**config.mk**
```make
export PLATFORM = sky130hd
export DESIGN_NAME = bitwise_slice_unit_flat
export DESIGN_NICKNAME = d
export VERILOG_FILES = /design/src/rtl/bitwise_slice_unit_if.sv /design/src/rtl/bitwise_slice_unit.sv /design/src/flat_wrapper.sv
export SDC_FILE = /design/constraint.sdc
export NUM_CORES = 1
export LEC_CHECK = 0
export CORE_MARGIN = 2
export CORE_UTILIZATION = 58
export DETAILED_ROUTE_END_ITERATION = 7
export PLACE_DENSITY = 0.95
export SLEW_MARGIN = 15
export SYNTH_ARGS = -nofsm -noshare
export SYNTH_HDL_FRONTEND = slang
export SYNTH_SLANG_ARGS = --single-unit
```
**constraint.sdc**
```tcl
create_clock -name clk -period 5.43 [get_ports clk]
set_clock_uncertainty 0.05 [all_clocks]
set_input_delay 1.086 -clock clk [delete_from_list [all_inputs] [get_ports clk]]
set_output_delay 1.086 -clock clk [all_outputs]
set_load 0.02 [all_outputs]
```
**src/rtl/bitwise_slice_unit_if.sv**
```systemverilog
// Handshake and data bundle for bitwise_slice_unit.
// Latency: none (wires only).
// Backpressure: none; start is simply ignored while the engine is busy.
//
// Signals:
//   start, op, A, B  request side, driven by the master
//   busy, done       status, driven by the engine
//   res, zero        registered result and its all-zero flag
interface bitwise_slice_unit_if #(
  parameter int WIDTH = 32
);
  logic             start;
  logic [1:0]       op;
  logic [WIDTH-1:0] A;
  logic [WIDTH-1:0] B;
  logic             busy;
  logic             done;
  logic [WIDTH-1:0] res;
  logic             zero;

  modport master (
    output start, op, A, B,
    input  busy, done, res, zero
  );

  modport slave (
    input  start, op, A, B,
    output busy, done, res, zero
  );
endinterface

```
**src/rtl/bitwise_slice_unit.sv**
```systemverilog
// Multi-cycle bitwise AND/OR/XOR/NOR engine, SLICE result bits per cycle, LSB slice first.
// Latency: WIDTH/SLICE cycles from accepting start to the one-cycle done pulse.
// Backpressure: start is accepted only in IDLE or DONE; start during BUSY is dropped, not queued.
//
// Ports:
//   clk  rising-edge clock
//   rst  synchronous active-high reset, wins over start
//   bus  slave side of bitwise_slice_unit_if (start/op/A/B in, busy/done/res/zero out)
module bitwise_slice_unit #(
  parameter int WIDTH = 32,
  parameter int SLICE = 8
) (
  input  logic                 clk,
  input  logic                 rst,
  bitwise_slice_unit_if.slave  bus
);

  localparam int N  = (SLICE > 0) ? WIDTH / SLICE : 1;
  localparam int CW = (N > 1) ? $clog2(N) : 1;
  localparam logic [CW-1:0] LAST = CW'(N - 1);

  generate
    if (SLICE == 0) begin : g_bad_slice
      $error("bitwise_slice_unit: SLICE must be non-zero");
    end else if ((WIDTH % SLICE) != 0) begin : g_bad_width
      $error("bitwise_slice_unit: WIDTH must be a multiple of SLICE");
    end
  endgenerate

  typedef enum logic [1:0] {
    IDLE = 2'd0,
    BUSY = 2'd1,
    DONE = 2'd2
  } state_t;

  state_t           state;
  logic [CW-1:0]    cnt;
  logic [WIDTH-1:0] opa;
  logic [WIDTH-1:0] opb;
  logic [1:0]       opl;
  logic [WIDTH-1:0] res_q;
  logic             zero_q;
  logic             busy_q;
  logic             done_q;

  logic             accept;
  logic [WIDTH-1:0] res_next;
  logic [SLICE-1:0] sa;
  logic [SLICE-1:0] sb;
  logic [SLICE-1:0] sf;

  assign accept = bus.start && ((state == IDLE) || (state == DONE));

  // Only the slice selected by the counter changes; the loop keeps every
  // part-select index constant so the mux is a plain per-slice enable.
  always_comb begin
    res_next = res_q;
    sa       = '0;
    sb       = '0;
    sf       = '0;
    for (int s = 0; s < N; s++) begin
      if (cnt == CW'(s)) begin
        sa = opa[s*SLICE +: SLICE];
        sb = opb[s*SLICE +: SLICE];
        case (opl)
          2'b00:   sf = sa & sb;
          2'b01:   sf = sa | sb;
          2'b10:   sf = sa ^ sb;
          default: sf = ~(sa | sb);
        endcase
        res_next[s*SLICE +: SLICE] = sf;
      end
    end
  end

  always_ff @(posedge clk) begin
    if (rst) begin
      state  <= IDLE;
      cnt    <= '0;
      opa    <= '0;
      opb    <= '0;
      opl    <= '0;
      res_q  <= '0;
      zero_q <= 1'b0;
      busy_q <= 1'b0;
      done_q <= 1'b0;
    end else begin
      case (state)
        IDLE, DONE: begin
          done_q <= 1'b0;
          if (accept) begin
            state  <= BUSY;
            busy_q <= 1'b1;
            opa    <= bus.A;
            opb    <= bus.B;
            opl    <= bus.op;
            cnt    <= '0;
            res_q  <= '0;
            // zero keeps reporting the previous result until this one completes
          end else begin
            state <= IDLE;
          end
        end
        BUSY: begin
          res_q <= res_next;
          if (cnt == LAST) begin
            state  <= DONE;
            busy_q <= 1'b0;
            done_q <= 1'b1;
            // flag taken from the full value including the slice written now
            zero_q <= (res_next == '0);
          end else begin
            cnt <= cnt + CW'(1);
          end
        end
        default: begin
          state  <= IDLE;
          busy_q <= 1'b0;
          done_q <= 1'b0;
        end
      endcase
    end
  end

  assign bus.busy = busy_q;
  assign bus.done = done_q;
  assign bus.res  = res_q;
  assign bus.zero = zero_q;

endmodule

```
**src/flat_wrapper.sv**
```systemverilog
// flat-port wrapper written by rule: the top's interface ports become plain ports
module bitwise_slice_unit_flat 
#(
  parameter int WIDTH = 32,
  parameter int SLICE = 8
)
  (clk, rst, bus_start, bus_op, bus_A, bus_B, bus_busy, bus_done, bus_res, bus_zero);
  bitwise_slice_unit_if #(.WIDTH(WIDTH)) bus_i ();
  input  logic clk;
  input  logic rst;
  input wire logic [$bits(bus_i.start)-1:0] bus_start;
  input wire logic [$bits(bus_i.op)-1:0] bus_op;
  input wire logic [$bits(bus_i.A)-1:0] bus_A;
  input wire logic [$bits(bus_i.B)-1:0] bus_B;
  output wire logic [$bits(bus_i.busy)-1:0] bus_busy;
  output wire logic [$bits(bus_i.done)-1:0] bus_done;
  output wire logic [$bits(bus_i.res)-1:0] bus_res;
  output wire logic [$bits(bus_i.zero)-1:0] bus_zero;
  assign bus_i.start = bus_start;
  assign bus_i.op = bus_op;
  assign bus_i.A = bus_A;
  assign bus_i.B = bus_B;
  assign bus_busy = bus_i.busy;
  assign bus_done = bus_i.done;
  assign bus_res = bus_i.res;
  assign bus_zero = bus_i.zero;
  bitwise_slice_unit #(.WIDTH(WIDTH), .SLICE(SLICE)) u_core (.clk(clk), .rst(rst), .bus(bus_i));
endmodule
```
Fig. 1: track usage over the die
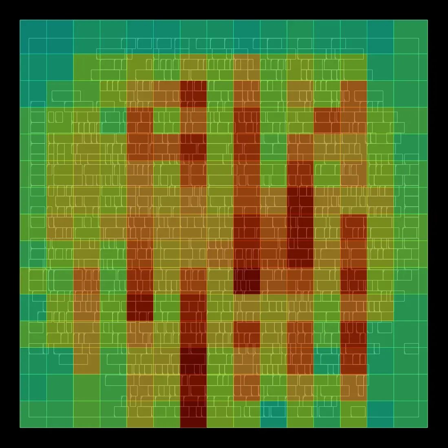
met3 demand-to-capacity share in global routing: 0.0563
met1 demand-to-capacity share in global routing: 0.307

Fig. 2: cells coloured by class
(4 px per um) Fill, decap, tap and diode cells in grey.
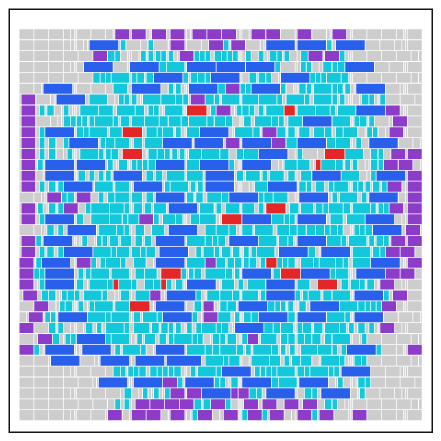
purple -> other buffers and delay cells  # cells 108, share of their area 15%
cyan -> combinational and other logic  # cells 611, share of their area 52%
red -> clock drivers and dummy loads  # cells 15, share of their area 2.3%
blue -> flops  # cells 105, share of their area 30%
share of cell area taken by flip-flops and latches: 0.294
final standard cell area without fillers: 7160 um2
Placement Rows: 36
Core ar.: 9860 um2
final cell utilization of the core: 0.726

Fig. 3: gate families picked out
(4 px per um)
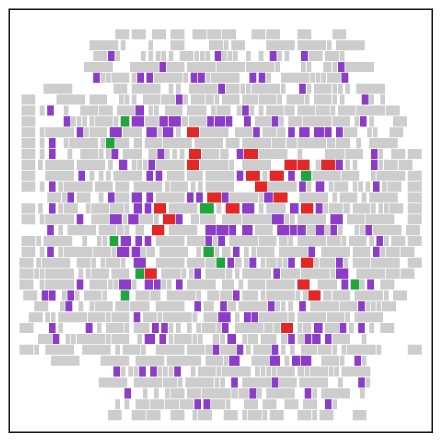
green -> AND and OR gates  # cells 10
red -> AND-OR and OR-AND gates  # cells 22
purple -> inverting AOI/OAI gates  # cells 169, where spread over the die

Fig. 4: met3 routing
(4 px per um)
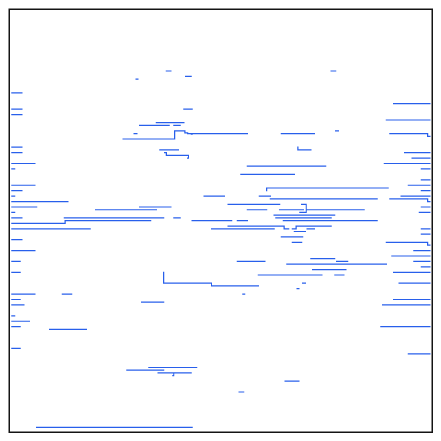
share of all routed wire = 6.7%
main direction = horizontal
longest straight run = 38.9 um
wire length on this layer = 894 um
post-detailed-routing wire length: 13400 um
Vias: 5421

==> qor.rpt <==
FINAL TIMING
------------------------------------------------------------------------------
Minimum clock period after layout ...............................      2880 ps
Upper clock frequency limit .....................................      347 MHz
Tcrit/Tclk final ................................................        0.531
Worst hold slack across all endpoints ...........................       428 ps
Least-Margin Pin Slew ...........................................       813 ps
Final setup fails ...............................................            0
Unrepaired setup endpoints after global routing .................        false
Count of final hold-check violations ............................            0
Final Max Tran Viols ............................................            0
Setup Total Neg Slack ...........................................         0 ps
Slew headroom ...................................................        0.457
Minimum setup slack in the final design .........................      2550 ps

CLOCK TREE
------------------------------------------------------------------------------
Clock sink total ................................................          105
H-tree Lvls .....................................................            3
Post-CTS setup-driven buffer insertion count ....................            0
Skew-Pair Late Insertion Delay ..................................       370 ps
Clk Tree Root Cell ..............................................     clkbuf_8
CTS hold repair buffers .........................................            0
Post-cts resize count ...........................................            0
Number of buffers inserted during clock tree synthesis ..........            9
Clock Pin Slew Worst Setup and Hold Paths .......................        90 ps
Clock Tree Buf Depth ............................................            2
TritonCTS clock tree ............................................        built

CELLS AND AREA
------------------------------------------------------------------------------
Invs w/o clock ..................................................           76
Register area ...................................................     2110 um2
Max-area cell class .............................................  logic gates
Comb/total area .................................................        0.472
Layout clock area frac ..........................................       0.0229
Number of clock buffers in the layout ...........................           13
Most common logic cell in the routed design .....................      nand2_1
Proportion of layout cells with a drive suffix above 1 ..........       0.0393
Number of combinational gates with multiple inputs ..............          535
Count of plain and timing-repair buffers in the layout ..........          108
Number of inserted filler cells in the final layout .............          740
Synthesis-to-finish area growth .................................        20.2%
Top logic cells by instance count in the layout ................. nand2_1 (169), dfxtp_1 (104), clkdlybuf4s50_1 (102), a21oi_1 (85), inv_1 (76)
Non-Filler Instances ............................................          972
Num sequential ..................................................          105
Buffer share of cell area .......................................        0.148
Area of the multi-input gates ...................................     3380 um2
Final layout net count ..........................................          972
Number of inserted diodes .......................................            0

SYNTH
------------------------------------------------------------------------------
Dominant synthesized flop cell ..................................      dfxtp_1
Share of synthesized cell area in and, or, nand and nor gates ...        0.172
Synth mux share .................................................       0.0556
Count of cell types in the netlist ..............................           45
Yosys warning count .............................................            0
Top area cell types ............................................. dfxtp_1 (35%), ha_1 (14%), nand2_1 (11%), a21oi_1 (7.1%), inv_1 (4.8%)
Main logic family after synthesis ............................... AND-OR/OR-AND gates
Cell count after synthesis ......................................          764
Post-synthesis xor/xnor area fraction ...........................      0.00147
Cell total in the yosys stat output .............................          764
Commonest cells post-synth ...................................... nand2_1 (169), dfxtp_1 (105), a21oi_1 (85), inv_1 (76), ha_1 (68)
Post-synthesis instance area ....................................     5960 um2
Count of library flops with an enable pin .......................            0
Adders+Majority by Area .........................................        0.143
Top cell area share .............................................        0.353
Most frequent cell after synthesis ..............................      nand2_1
Mapped Nets .....................................................          901
Synth Seq Share .................................................        0.353
Mean Syn Cell Area ..............................................     7.80 um2
Compound-gate portion of the synthesized area ...................        0.194
Yosys chip area .................................................     5960 um2
Number of flip-flops and latches in the synthesized netlist .....          105
Asr flop ratio synth ............................................            0
Area leader, netlist ............................................      dfxtp_1

CRITICAL PATH
------------------------------------------------------------------------------
Gate family responsible for the most delay along the worst path . simple AND/OR/NAND/NOR gates
Origin of the critical flop-to-flop path ........................ u_core.opl[1]
Highest fanout seen on the critical path ........................           25
Critical Path Slowest Stage Cell ................................        or4_1
Worst Reg2Reg Path Length in Cells ..............................            6
Worst reg2reg path endpoint ..................................... u_core.bus.zero
Largest stage delay, worst path .................................       530 ps
Data required time at the worst endpoint ........................      5660 ps
Worst Path Class, Setup ......................................... primary input to flop
Setup slack of the worst register-to-register path ..............      2580 ps
Crit path cell chain ............................................ buf_2 > nor2_4 > o2111ai_1 > or4b_1 > or4_1 > o31ai_1
Type of element capturing the critical path .....................         flop
Worst path arrival time .........................................      3110 ps
Startpoint type of the worst setup path ......................... primary input
Buffering stage count on the worst path with inverters included .            1

GLOBAL ROUTE
------------------------------------------------------------------------------
Number of global-route vias before repair .......................         5029
Residual overflow from global routing ...........................            0
Most used routing layer in global routing .......................         met2
GRT Resource Usage Total ........................................        0.245
Pin count of the biggest net entering global routing ............           75
Met2 GRT Util ...................................................        0.419
Antenna violations before repair ................................            0
Global-route wire length before repair ..........................     22600 um

FLOORPLAN
------------------------------------------------------------------------------
Well-tap cell count .............................................          133
Core utilization at floorplan ...................................        0.604
IO Count ........................................................          104
Die width .......................................................       105 um
Die boundary height .............................................       105 um
Chip Area .......................................................    11100 um2

POWER
------------------------------------------------------------------------------
Portion of total power attributed to the clock network ..........        0.274
Areal power density over the cells ..............................   221 nW/um2
Sequential group share of total power ...........................        0.532
Overall Power ...................................................      1.59 mW
Logic gate share of total power .................................        0.194
Total leakage power .............................................      2.73 nW
Switch share ....................................................        0.289
Internal power ..................................................      1.13 mW
Maximum vdd drop ................................................   0.000150 V
Net switching power .............................................       458 uW

PLACED DESIGN
------------------------------------------------------------------------------
Sum of net half-perimeters after detailed placement .............      9570 um
Count of input and output buffers ...............................          103
GP Congestion ...................................................        0.880
Placed cells ....................................................          957
Post-placement cell area ........................................     7000 um2
Worst setup slack before clock tree synthesis ...................      2210 ps

HOLD PATH
------------------------------------------------------------------------------
Worst min-delay path endpoint ................................... u_core.opb[31]
Worst hold path stage count .....................................            2
Startpoint of the tightest hold check path ...................... u_core.opb[31]
Path category of the worst min-delay check ...................... flop to flop

RUN
------------------------------------------------------------------------------
Number of OpenROAD warnings .....................................           61
Number of max-cap violations ....................................            0

OUTCOME
------------------------------------------------------------------------------
Status .......................................................... finished clean

ROUTE
------------------------------------------------------------------------------
Metal-1 WL ......................................................      5740 um
Drc violations ..................................................            0
Number of iterations in the first detailed-routing pass .........            5
Met3 Wirelength .................................................       893 um
Starting DRT DRC Count ..........................................          282
Average vias per placed instance ................................         5.58
ANT nets after route ............................................            0
Top Layer Used ..................................................         met4
Met2 WL .........................................................      6560 um
Average wire per cell in the routed design ......................      13.8 um

worst max path at each step:
stage                        startpoint         endpoint  slack, ps  cells past startpoint
after detailed placement            rst  u_core.bus.zero       2210                      6
after global placement              rst  u_core.bus.zero       2290                      6
after CTS                           rst  u_core.bus.zero       2560                      6
after global routing      u_core.opl[1]  u_core.bus.zero       2460                      6
after floorplan                     rst  u_core.bus.zero       2800                      5
final                               rst  u_core.bus.zero       2550                      6
power by group through the flow:
stage          logic (mW)  clock network (mW)  registers, mW
2_1_floorplan       0.214                   0          0.846
3_3_place_gp        0.295                   0          0.857
3_5_place_dp        0.306                   0          0.860
4_1_cts             0.308               0.436          0.842
5_1_grt             0.349               0.463          0.849
6_report            0.308               0.435          0.843
Power and IR drop assume default switching activity.
